Wires at chosen ports, followed through buffers:
Drawn at 8 px/um.
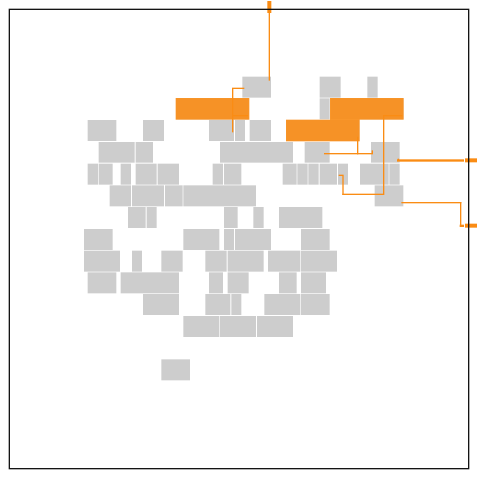
Sequential cells colored by netlist name:
Drawn at 10 px/um.
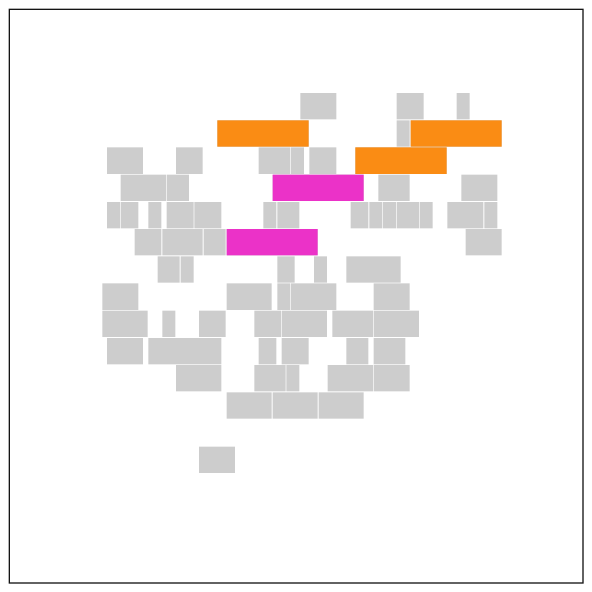
Routed metal per tile:
Drawn at 6 px/um. The die is cut into 11 by 11 equal tiles; dark blue is low, red is high, scaled to the fullest tile. Values are wire area over tile area, all layers added.
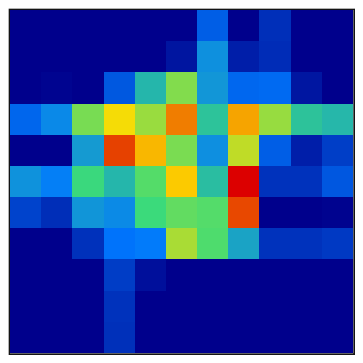
Metal layers overlaid:
Drawn at 6 px/um. Only two layers are drawn.
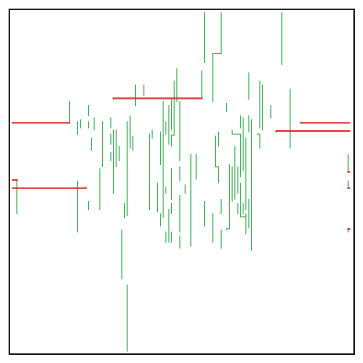
**src/rtl/dem_dwa_sel.sv**
```systemverilog
// Unit-element selector for one sub-group behind the decouple sequence
// generator. It turns a per-group element count into a registered enable
// vector, either rotating with data-weighted averaging (DWA) so element
// usage stays balanced, or as a static thermometer for characterisation.
module dem_dwa_sel #(
  parameter int N  = 3,
  parameter int CW = 2,
  parameter int PW = 2
) (
  input  logic          clk,
  input  logic          rst,
  input  logic          en,
  input  logic          mode,
  input  logic [CW-1:0] cnt,
  output logic [N-1:0]  sel,
  output logic [PW-1:0] ptr,
  output logic          ovf
);

  // Compare width wide enough for both the raw count and the N constant
  localparam int W = (CW > PW + 1) ? CW : PW + 1;
  localparam logic [W-1:0] NWide = W'(N);
  localparam logic [PW:0]  NPtr  = (PW + 1)'(N);

  // A pointer narrower than the group, or a one-element group, cannot rotate
  if (N < 2 || (2 ** PW) < N) begin : gBadConfig
    $error("dem_dwa_sel: illegal configuration, need N >= 2 and 2**PW >= N");
  end

  logic [N-1:0]  sel_q, sel_d;
  logic [PW-1:0] ptr_q, ptr_d;
  logic          ovf_q, ovf_d;

  logic [W-1:0]  cntWide;
  logic          cntOver;
  logic [PW:0]   effCnt;
  logic [PW:0]   ptrSum;
  logic [PW:0]   ptrSumMod;
  logic [PW-1:0] ptrWrapped;
  logic [N-1:0]  dwaSel;
  logic [N-1:0]  thermSel;
  int            offset;

  // Saturate the requested count at N and flag when it was out of range
  always_comb begin
    cntWide = W'(cnt);
    cntOver = (cntWide > NWide);
    effCnt  = '0;
    if (cntOver) begin
      effCnt = NPtr;
    end else begin
      effCnt = cntWide[PW:0];
    end
  end

  // Advance the pointer by the count, folding back into 0..N-1 with one subtract
  always_comb begin
    ptrSum    = {1'b0, ptr_q} + effCnt;
    ptrSumMod = ptrSum;
    if (ptrSum >= NPtr) begin
      ptrSumMod = ptrSum - NPtr;
    end
    ptrWrapped = ptrSumMod[PW-1:0];
  end

  // Build both candidate enable patterns: a wrapping window from the pointer, and a thermometer from bit 0
  always_comb begin
    dwaSel   = '0;
    thermSel = '0;
    offset   = 0;
    for (int i = 0; i < N; i++) begin
      offset = i - int'(ptr_q);
      if (offset < 0) begin
        offset = offset + N;
      end
      dwaSel[i]   = (offset < int'(effCnt));
      thermSel[i] = (i < int'(effCnt));
    end
  end

  // Pick the next register values; without a strobe everything holds so the element drive stays stable
  always_comb begin
    sel_d = sel_q;
    ptr_d = ptr_q;
    ovf_d = ovf_q;
    if (en) begin
      ovf_d = ovf_q | cntOver;
      if (mode) begin
        sel_d = thermSel;
        ptr_d = '0;
      end else begin
        sel_d = dwaSel;
        ptr_d = ptrWrapped;
      end
    end
  end

  // State registers; outputs come straight from these flops so sel cannot glitch
  always_ff @(posedge clk or posedge rst) begin
    if (rst) begin
      sel_q <= '0;
      ptr_q <= '0;
      ovf_q <= 1'b0;
    end else begin
      sel_q <= sel_d;
      ptr_q <= ptr_d;
      ovf_q <= ovf_d;
    end
  end

  assign sel = sel_q;
  assign ptr = ptr_q;
  assign ovf = ovf_q;

endmodule
```
**config.mk**
```make
export PLATFORM = sky130hd
export DESIGN_NAME = dem_dwa_sel
export DESIGN_NICKNAME = d
export VERILOG_FILES = /design/src/rtl/dem_dwa_sel.sv
export SDC_FILE = /design/constraint.sdc
export NUM_CORES = 1
export LEC_CHECK = 0
export CAP_MARGIN = 20
export CORE_MARGIN = 8
export CORE_UTILIZATION = 29
export DETAILED_ROUTE_END_ITERATION = 12
export PLACE_DENSITY = 0.61
export RECOVER_POWER = 25
export SLEW_MARGIN = 20
export SYNTH_ARGS = -nofsm -noshare
export SYNTH_HDL_FRONTEND = slang
export SYNTH_SLANG_ARGS = --single-unit
```
**constraint.sdc**
```tcl
create_clock -name clk -period 2.8 [get_ports clk]
set_input_delay 0.56 -clock clk [delete_from_list [all_inputs] [get_ports clk]]
set_output_delay 0.56 -clock clk [all_outputs]
set_load 0.03 [all_outputs]
```
==> out/results.ini <==
[worst_setup_path]
cp_cell_sequence = clkdlybuf4s50_1 > inv_1 > fa_1 > inv_1 > ha_1 > nor2b_1 > mux2_2 > o22ai_1
r2r-end = ptr[0]
critical-path-top-delay-family = adder cells
crit_type = primary input to flop
path_buffers = 3
crit_top_cell = inv_1
reg2reg_depth = 7
cp_max_fo = 4
cp_data_required_time_ns = 2.96
critPathSlowestCell = fa_1
rrSetupSlack_ns = 0.65
cpPeakStageDelay_ns = 0.58
start_kind = primary input
r2r_start = ptr[1]
end_kind = flop

[detailed_routing]
ant_nets = 0
drt_iter0_markers = 12
first_pass_iters = 4
drc = 0
wl_per_cell_um = 12.3
wl_mm = 1.05

[global_routing]
grt_pass1_vias = 407
grt_first_pass_wirelength_mm = 1.98
grt_overflow_total = 0
grt_antenna_before_repair = 0
grt_max_degree = 10

[yosys]
ys_warn_count = 0
synthFlopType = dfrtp_1
ys_cells = 52
largest_area_cell = ha_1
numSynthFlops = 5
synth_nets = 70
yosys.cell_count.top_type = ha_1
synth_seq_share = 0.254
top_cells_by_area = ha_1 (28%), dfrtp_1 (25%), inv_1 (6.1%)
ys_types = 23
syn_avg_cell_area_um2 = 9.48
yosysChipArea_um2 = 493
common_cells = ha_1 (11), inv_1 (8), dfrtp_1 (5)
syn_inst = 52
synth-edff-count = 0
top_area_frac = 0.279

[power]
power_leader = combinational logic
p_comb_frac = 0.650
pg_clk_mw = 0.0819
switching_share = 0.428
power_frac_seq = 0.212
vdd.ir_drop.worst_mv = 0.352
power_density_nw_per_um2 = 899
leakagePower_nw = 0.321
pg_seq_mw = 0.125
p_sw_mw = 0.253
p_int_mw = 0.338
p_clk_frac = 0.139

[floorplan]
rows = 15
die_area_um2 = 3280
fp_util = 0.295
die_w_um = 57.2
core_area_um2 = 1670
die_h_um = 57.2

[layout]
lay_top_cells = ha_1 (11), clkdlybuf4s50_1 (9), inv_1 (8)
fin_nets = 87
layout-drive-gt1-share = 0.147
syn2layout_area_growth_pct = 33.5
mostFrequentLayoutCell = ha_1
n_antenna_cell = 0
final_util = 0.394

[final_timing]
final_hold_viol_count = 0
timing.fmax_ghz = 0.408
slew_viol_final = 0
fin_crit_sh = 0.875
finalSetupTns_ns = 0
fin_crit_ns = 2.45
finalSetupViolCount = 0
rsz0062_at_grt = no
skew_ns = 0.00600

[clocking]
h-tree-depth = 1
postCtsHoldBufs = 0
cts_tree = done
clock_latency_ns = 0.24
path_clk_slew_ns = 0.05
post_cts_buffers = 0
cts_root_buf = clkbuf_4
cts_buffer_depth = 2
post_cts_resized = 0
numCtsBuffers = 3

[worst_hold_path]
worstHoldPathType = flop to flop
worstHoldStart = sel[1]
min_to = sel[1]

[job]
maxCapViolCount = 0
warning_count = 32

[outcome]
status = finished, final reports clean

[placement]
gp_congestion = 0.677

## Picture notes: 'wires at chosen ports, followed through buffers'
color	port	bits	direction	end cells	buffers	wire
orange	sel	3	output	3	3	64.1 um
IO Count: 12
Port-buffer cells: 10

## Picture notes: 'sequential cells colored by netlist name'
color	signal	placed flops
magenta	ptr	2
orange	sel	3

## Picture notes: 'routed metal per tile'
fullest tile	0.26
nearly empty tiles	46%
tiles over half the peak	16%
mean over tiles	0.050
densest ninth of the die	center

## Picture notes: 'metal layers overlaid'
color	layer	wire length
green	met2	460 um
red	met3	58.0 um

per-stage QoR:
stage	instances	instance area [um^2]	setup WS [ns]	power [mW]
final	85	658	0.350	0.591
after detailed placement	81	632	0.120	0.517
after CTS	85	658	0.350	0.604
after global routing	85	658	0.217	0.657
after global placement	81	632	0.134	0.505
after floorplan	52	493	0.567	0.377
worst register-to-register path, stage by stage (launching register included):
cell,delay (ns)
dfrtp_1,0.47
inv_1,0.18
fa_1,0.57
inv_1,0.05
ha_1,0.17
nor2b_1,0.16
mux2_2,0.35
o22ai_1,0.12
kinds of logic after synthesis:
group,Yosys count,synth area share
AND-OR/OR-AND,13,0.208
adder cells (fa/ha/maj),12,0.320
buffers and inverters,10,0.0863
AND/OR/NAND/NOR,10,0.102
flip-flops,5,0.254
multiplexers,1,0.0228
other,1,0.00761
flip-flops by register name (all words and copies together), names as in the netlist:
signal and flops:
sel 3, ptr 2
layer usage:
layer / vias to the layer above / routed length (um) / track usage / part of all wire
met4: 0 / 0 / 0.0214 / 0
met3: 0 / 57 / 0.0336 / 0.054
met2: 10 / 459 / 0.108 / 0.44
li1: 204 / - / - / -
met1: 189 / 530 / 0.100 / 0.51
met5: - / 0 / 0 / 0
worst max-delay path by stage:
stage	from	to	slack (ns)	cells after the start
2_1_floorplan	ptr[0]	ptr[0]	0.57	8
3_3_place_gp	cnt[1]	ptr[0]	0.13	8
3_5_place_dp	cnt[1]	ptr[0]	0.12	8
4_1_cts	cnt[1]	ptr[0]	0.35	8
5_1_grt	cnt[1]	ptr[0]	0.22	8
6_report	cnt[1]	ptr[0]	0.35	8
cell type report:
class                           count  area, um^2
Sequential cell                     5         125
Tap cell                           17        21.3
Multi-Input combinational cell     37         325
Fill cell                         180        1010
Timing Repair Buffer               14         130
Clock buffer                        4        26.3
Inverter                            8        30.0
Power figures rest on the tool's default switching activity, not on a simulated workload.
